==> images/pdn.png <==
The bar under the picture is 20 µm long. Pins as bars on the die edge. Tap cells in grey.
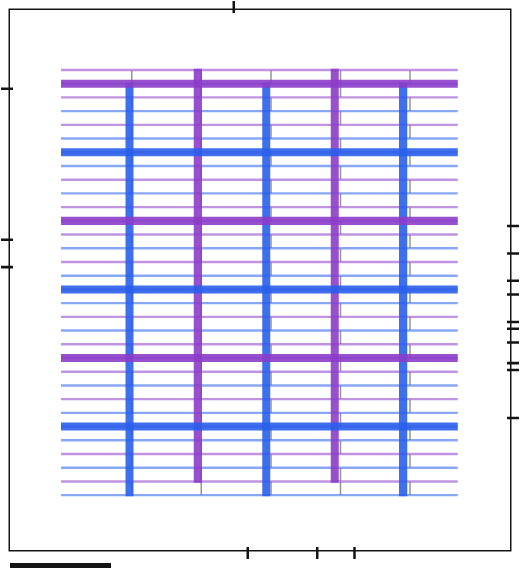
==> images/cell_classes.png <==
The bar under the picture is 20 µm long.
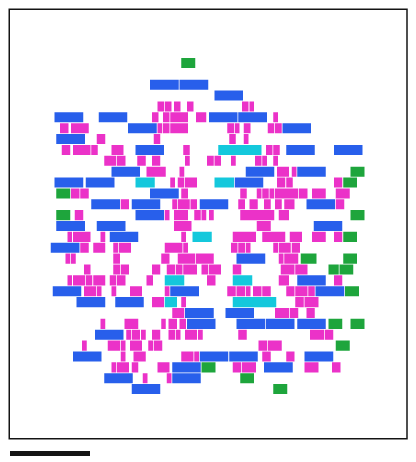
==> images/clock_map.png <==
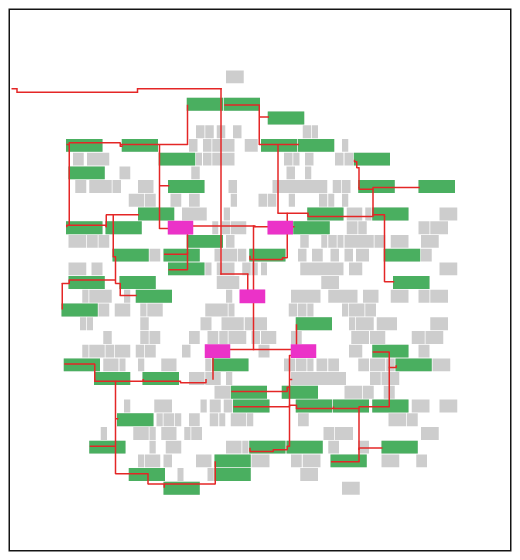
==> images/metal_stack.png <==
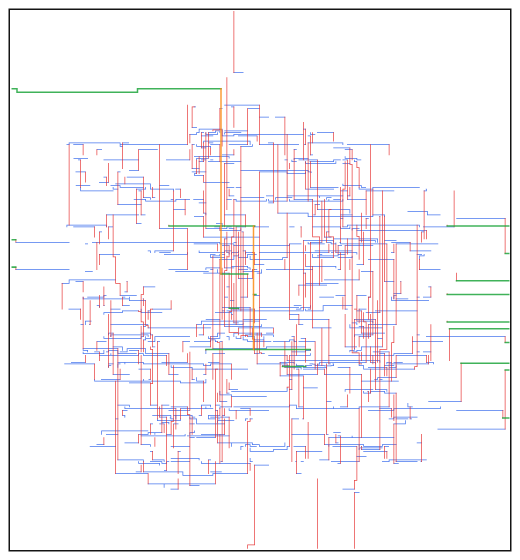
--- src/rtl/ps2_pkg.sv ---
`default_nettype none
// ============================================================
// Package : ps2_pkg
// Brief   : Shared receive-FSM state type and PS/2 prefix codes
// Rev     : 1.0
// ============================================================
package ps2_pkg;

    typedef enum logic [1:0] {
        ST_IDLE   = 2'd0,
        ST_DATA   = 2'd1,
        ST_PARITY = 2'd2,
        ST_STOP   = 2'd3
    } ps2_state_t;

    localparam logic [7:0] PS2_EXT = 8'hE0;
    localparam logic [7:0] PS2_BRK = 8'hF0;

    // Odd parity: the data bits plus the parity bit must hold an odd count of ones.
    function automatic logic parity_ok(input logic [7:0] data, input logic par);
        return ^{data, par};
    endfunction

endpackage
`default_nettype wire

--- src/rtl/ps2_line_filter.sv ---
`default_nettype none
// ============================================================
// Module : ps2_line_filter
// Brief  : 2-FF synchronisers and glitch filter for the PS/2 lines
// Rev    : 1.0
// ============================================================
module ps2_line_filter #(
    parameter int FILTER_LEN = 8
) (
    input  logic clk,
    input  logic reset,
    input  logic ps2_clk,
    input  logic ps2_data,
    output logic clk_filt,
    output logic data_sync,
    output logic fall
);

    localparam int CW = (FILTER_LEN > 1) ? $clog2(FILTER_LEN) : 1;

    logic [1:0]    r_clk_sync;
    logic [1:0]    r_data_sync;
    logic [CW-1:0] r_cnt;
    logic          r_clk_filt;
    logic          r_clk_filt_d;

    // Filtered level flips only after FILTER_LEN consecutive samples at the other level.
    always_ff @(posedge clk) begin
        if (reset) begin
            r_clk_sync   <= 2'b11;
            r_data_sync  <= 2'b11;
            r_cnt        <= '0;
            r_clk_filt   <= 1'b1;
            r_clk_filt_d <= 1'b1;
        end else begin
            r_clk_sync   <= {r_clk_sync[0], ps2_clk};
            r_data_sync  <= {r_data_sync[0], ps2_data};
            r_clk_filt_d <= r_clk_filt;
            if (r_clk_sync[1] == r_clk_filt) begin
                r_cnt <= '0;
            end else if (r_cnt == CW'(FILTER_LEN - 1)) begin
                r_clk_filt <= r_clk_sync[1];
                r_cnt      <= '0;
            end else begin
                r_cnt <= r_cnt + CW'(1);
            end
        end
    end

    assign clk_filt  = r_clk_filt;
    assign data_sync = r_data_sync[1];
    assign fall      = r_clk_filt_d & ~r_clk_filt;

endmodule
`default_nettype wire

--- src/rtl/ps2_key_rx.sv ---
`default_nettype none
// ============================================================
// Module : ps2_key_rx
// Brief  : PS/2 keyboard frame receiver with E0/F0 prefix decoding
// Rev    : 1.0
// ============================================================
module ps2_key_rx
    import ps2_pkg::*;
#(
    parameter int FILTER_LEN  = 8,
    parameter int TIMEOUT_CYC = 50000
) (
    input  logic       sys_clk,
    input  logic       reset,
    input  logic       PS2Clk,
    input  logic       PS2Data,
    output logic [7:0] key_code,
    output logic       key_break,
    output logic       key_ext,
    output logic       key_valid,
    output logic       frame_err,
    output logic       busy
);

    localparam int TW = $clog2(TIMEOUT_CYC + 1);

    logic w_clk_filt;
    logic w_data;
    logic w_fall_raw;
    logic w_fall;

    ps2_line_filter #(
        .FILTER_LEN (FILTER_LEN)
    ) u_line_filter (
        .clk       (sys_clk),
        .reset     (reset),
        .ps2_clk   (PS2Clk),
        .ps2_data  (PS2Data),
        .clk_filt  (w_clk_filt),
        .data_sync (w_data),
        .fall      (w_fall_raw)
    );

    // A fall is only honoured once the filtered level is actually low.
    assign w_fall = w_fall_raw & ~w_clk_filt;

    ps2_state_t    r_state, w_state_next;
    logic [2:0]    r_bit_cnt, w_bit_cnt_next;
    logic [7:0]    r_shift, w_shift_next;
    logic          r_par, w_par_next;
    logic [TW-1:0] r_to_cnt;
    logic          r_pend_ext;
    logic          r_pend_brk;
    logic          w_timeout;
    logic          w_byte_ok;
    logic          w_err;

    assign w_timeout = (r_state != ST_IDLE) && !w_fall &&
                       (r_to_cnt == TW'(TIMEOUT_CYC - 1));

    always_comb begin
        w_state_next   = r_state;
        w_bit_cnt_next = r_bit_cnt;
        w_shift_next   = r_shift;
        w_par_next     = r_par;
        w_byte_ok      = 1'b0;
        w_err          = 1'b0;
        case (r_state)
            ST_IDLE: begin
                if (w_fall) begin
                    if (!w_data) begin
                        w_state_next   = ST_DATA;
                        w_bit_cnt_next = 3'd0;
                    end else begin
                        w_err = 1'b1;
                    end
                end
            end
            ST_DATA: begin
                if (w_fall) begin
                    w_shift_next   = {w_data, r_shift[7:1]};
                    w_bit_cnt_next = r_bit_cnt + 3'd1;
                    if (r_bit_cnt == 3'd7) begin
                        w_state_next = ST_PARITY;
                    end
                end
            end
            ST_PARITY: begin
                if (w_fall) begin
                    w_par_next   = w_data;
                    w_state_next = ST_STOP;
                end
            end
            ST_STOP: begin
                if (w_fall) begin
                    w_state_next = ST_IDLE;
                    if (parity_ok(r_shift, r_par) && w_data) begin
                        w_byte_ok = 1'b1;
                    end else begin
                        w_err = 1'b1;
                    end
                end
            end
            default: begin
                w_state_next = ST_IDLE;
            end
        endcase
        if (w_timeout) begin
            w_state_next = ST_IDLE;
            w_err        = 1'b1;
        end
    end

    always_ff @(posedge sys_clk) begin
        if (reset) begin
            r_state   <= ST_IDLE;
            r_bit_cnt <= 3'd0;
            r_shift   <= 8'h00;
            r_par     <= 1'b0;
            r_to_cnt  <= '0;
        end else begin
            r_state   <= w_state_next;
            r_bit_cnt <= w_bit_cnt_next;
            r_shift   <= w_shift_next;
            r_par     <= w_par_next;
            if (w_fall || (r_state == ST_IDLE)) begin
                r_to_cnt <= '0;
            end else begin
                r_to_cnt <= r_to_cnt + TW'(1);
            end
        end
    end

    // Prefix bytes only arm the pending flags; any other good byte publishes a key.
    always_ff @(posedge sys_clk) begin
        if (reset) begin
            r_pend_ext <= 1'b0;
            r_pend_brk <= 1'b0;
            key_code   <= 8'h00;
            key_break  <= 1'b0;
            key_ext    <= 1'b0;
            key_valid  <= 1'b0;
            frame_err  <= 1'b0;
        end else begin
            key_valid <= 1'b0;
            frame_err <= 1'b0;
            if (w_err) begin
                frame_err  <= 1'b1;
                r_pend_ext <= 1'b0;
                r_pend_brk <= 1'b0;
            end else if (w_byte_ok) begin
                if (r_shift == PS2_EXT) begin
                    r_pend_ext <= 1'b1;
                end else if (r_shift == PS2_BRK) begin
                    r_pend_brk <= 1'b1;
                end else begin
                    key_code   <= r_shift;
                    key_break  <= r_pend_brk;
                    key_ext    <= r_pend_ext;
                    key_valid  <= 1'b1;
                    r_pend_ext <= 1'b0;
                    r_pend_brk <= 1'b0;
                end
            end
        end
    end

    assign busy = (r_state != ST_IDLE);

endmodule
`default_nettype wire

--- config.mk ---
export PLATFORM = sky130hd
export DESIGN_NAME = ps2_key_rx
export DESIGN_NICKNAME = d
export VERILOG_FILES = /design/src/rtl/ps2_pkg.sv /design/src/rtl/ps2_line_filter.sv /design/src/rtl/ps2_key_rx.sv
export SDC_FILE = /design/constraint.sdc
export NUM_CORES = 1
export LEC_CHECK = 0
export CAP_MARGIN = 20
export CORE_ASPECT_RATIO = 1.1
export CORE_MARGIN = 10
export CORE_UTILIZATION = 35
export DETAILED_ROUTE_END_ITERATION = 8
export PLACE_DENSITY_LB_ADDON = 0.15
export SLEW_MARGIN = 10
export SYNTH_ARGS = -nofsm -noshare
export SYNTH_HDL_FRONTEND = slang
export SYNTH_SLANG_ARGS = --single-unit
--- constraint.sdc ---
create_clock -name sys_clk -period 4.2 [get_ports sys_clk]
set_input_delay 0.84 -clock sys_clk [delete_from_list [all_inputs] [get_ports sys_clk]]
set_output_delay 0.84 -clock sys_clk [all_outputs]
set_load 0.01 [all_outputs]
==> impl_metrics.yaml <==
# generated from flow reports
status:
  outcome: "completed"
route:
  top_layer: "met4"
  drc: 0
  met3_length_um: 165
  ant_nets: 0
  via_per_inst: 4.87
  drtIter0Drc: 59
  wl_met1_um: 2150
  first_pass_iters: 4
  dr_wl_met2_um: 2080
power:
  power_switching_mw: 0.177
  switching_share_pct: 19.0
  seq_power_share_pct: 54.5
  p_int_mw: 0.752
  p_seq_mw: 0.506
  leakage_nw: 0.930
  power_mw: 0.928
  power-top-group: "registers"
  combinationalPowerShare_pct: 1.6
  p_comb_mw: 0.0149
  power_density_nw_per_um2: 336
  peakVddDrop_v: 0.000202
timing:
  setup_violations: 0
  period_needed_ns: 2.54
  slew_viol_final: 0
  fmax_mhz: 393
  post-route-period-util_pct: 60.6
  hold_viol: 0
  rsz0062_at_grt: "false"
  worst_pin_slew_ns: 0.561
  tns_ns: 0
  slew_headroom_pct: 62.5
  holdWs_ns: 0.418
  setup_slack_ns: 1.66
worst_setup_path:
  worstSetupStartpointType: "flip-flop"
  rr_endpoint: "key_code[0]$_SDFFE_PP0P_"
  crit_family: "buffers and inverters"
  end_kind: "output pin"
  required_ns: 3.36
  path_class: "reg -> out"
  ff2ff_setup_slack_ns: 1.92
  crit_end: "busy"
  crit_chain: "inv_1 -> ha_1 -> inv_2 -> clkdlybuf4s50_1"
  reg2reg_depth: 7
  crit_start: "r_state[0]$_SDFFE_PP0P_"
  cp_num_buf_inv: 3
  crit_cells: 4
  cpPeakStageDelay_ns: 0.53
  cp_slowest_cell: "clkdlybuf4s50_1"
  crit_fanout: 6
  arrival_ns: 1.70
floorplan:
  n_tap_cell: 82
  ios: 17
  die-area_um2: 10600
  fp_util_pct: 36.4
yosys:
  netlist_instances: 260
  avgSynthCellArea_um2: 9.28
  netlist_top_cells_count: "dfxtp_1, nor2_1, nand3_1"
  yosys-stat-cells: 260
  top_area_cell: "dfxtp_1"
  fp_nets: 273
  netlist_area_um2: 2410
  yosys_area_um2: 2410
  ys_async_sr_fraction_pct: 0
  most_common_cell: "dfxtp_1"
  ff_type: "dfxtp_1"
  yosysUniqueCellTypes: 44
  edf_count: 0
  synth.top_cells.by_area: "dfxtp_1, nand2b_1, mux2i_1, ha_1, nand3_1"
  ys_warn_count: 0
  top_cell_area_share_pct: 44.0
  postSynthSeqShare_pct: 44.0
  yosys_register_bits: 53
global_routing:
  use_met3_pct: 2.70
  grt_busiest_layer: "met2"
  use_met1_pct: 10.6
  use_met2_pct: 14.7
  grt_pass1_wl_um: 7970
  grt_overflow_total: 0
  grt_pass1_vias: 1740
  antenna_found_initial: 0
  grt_max_degree: 29
clocking:
  clkSinkCount: 53
  cts_resized: 0
  clk_transition_reported_paths_ns: 0.10
  cts_buffers: 5
  cts_buffer_depth: 2
  htree_levels: 2
  cts_setup_buffers: 0
  tritoncts: "done"
  ctsHoldBuffers: 0
layout:
  sh_comb_area_pct: 45.5
  layout-drive-gt1-share_pct: 8.00
  largest_class: "logic gates"
  regMostFlops: "r_to_cnt"
  syn_to_final_growth_pct: 14.6
  inv_count: 7
  final-nonclk-buf-share_pct: 6.47
  seq_area_um2: 1060
  clock_buffers: 5
  clkCellAreaFrac_pct: 4.98
  finish.net_count: 287
  reg_top3: "r_to_cnt (16), key_code (8), r_shift (8)"
  buffers: 18
  finalNonFillerCells: 357
  mi_logic_area_um2: 1260
  nFlopsAndLatches: 53
  largest_reg_flops: 16
  fill_cells: 658
  comb_cells: 189
  antenna_cells: 0
job:
  drv_cap: 0
  tool_warnings: 29
place:
  place.detailed.hpwl_um: 3260
  place_ws_ns: 1.55
  portBuffers: 16
  finalWeightedCongestion: 0.760
  place_area_um2: 2620
  place_inst: 348
worst_hold_path:
  hold_start: "u_line_filter.r_clk_sync[0]$_SDFF_PP1_"
  whs_endpoint: "u_line_filter.r_clk_sync[1]$_SDFF_PP1_"
  whs_path_depth: 1
  hp-class: "reg -> reg"
-- pdn.png (at the start) --
VSS: shown in blue. VDD: shown in purple.
The core has 31 rows. 82 tap cells. 32 met1 rails follow the rows. 17 signal pins sit on the boundary. 5 straps on met4.
Chip Width: 99.2 µm
Die H: 107 µm
CORE AREA: 6630 µm²

-- cell_classes.png (at the start) --
clock drivers and dummy loads: shown in cyan, cells 8, share of their area 5.2%. flops: shown in blue, cells 53, share of their area 40%. other buffers and delay cells: shown in green, cells 18, share of their area 6.7%. all other logic: shown in magenta, cells 196, share of their area 48%.
post-layout util: 41.7%
post-route cell area: 2770 µm²
Site Rows: 31
Seq area share: 38.4%

-- clock_map.png (at the start) --
cells driving clock nets: shown in magenta, count 5. flip-flops: shown in green, count 53. clock wires: shown in red, length 636 µm.
There are 6 routed clock nets.
P_clk: 0.408 mW
Clock power frac: 43.9%
Clock Skew: 0.00625 ns
clock insertion delay at the later pin of the skew report: 0.30 ns

-- metal_stack.png (at the start) --
met4: shown in orange, wire length 61.2 µm. met1: shown in blue, wire length 2150 µm. met2: shown in red, wire length 2080 µm. met3: shown in green, wire length 165 µm.
WL per Instance: 12.5 µm
routed vias: 1740
drt total wl: 4460 µm
gr usage total: 8.85%

-- cells by family (layout without fill, tap and decap cells) --
family	count (synthesis)	count (layout)	share of synthesized area, %
DFF	53	53	44.0
adders and majority gates	9	9	4.67
muxes	12	12	4.98
xor gates and xnor gates	23	23	9.90
AOI/OAI and AO/OA	33	33	8.04
buffers and inverters	18	33	3.89
and+or+nand+nor	112	112	24.6
-- cell usage in the layout, fill, tap and decap left out, types with 3 or more instances in the layout --
cell type and instances:
a21oi_1 15, a31oi_1 3, and3_1 5, clkbuf_8 5, clkdlybuf4s50_1 16, dfxtp_1 53, ha_1 9, inv_1 6
mux2i_1 12, nand2_1 17, nand2b_1 20, nand3_1 21, nor2_1 24, nor4_1 5, o21ai_0 6, or2_2 5
xnor2_1 8, xor2_1 11
Power figures rest on the tool's default switching activity, not on a simulated workload.
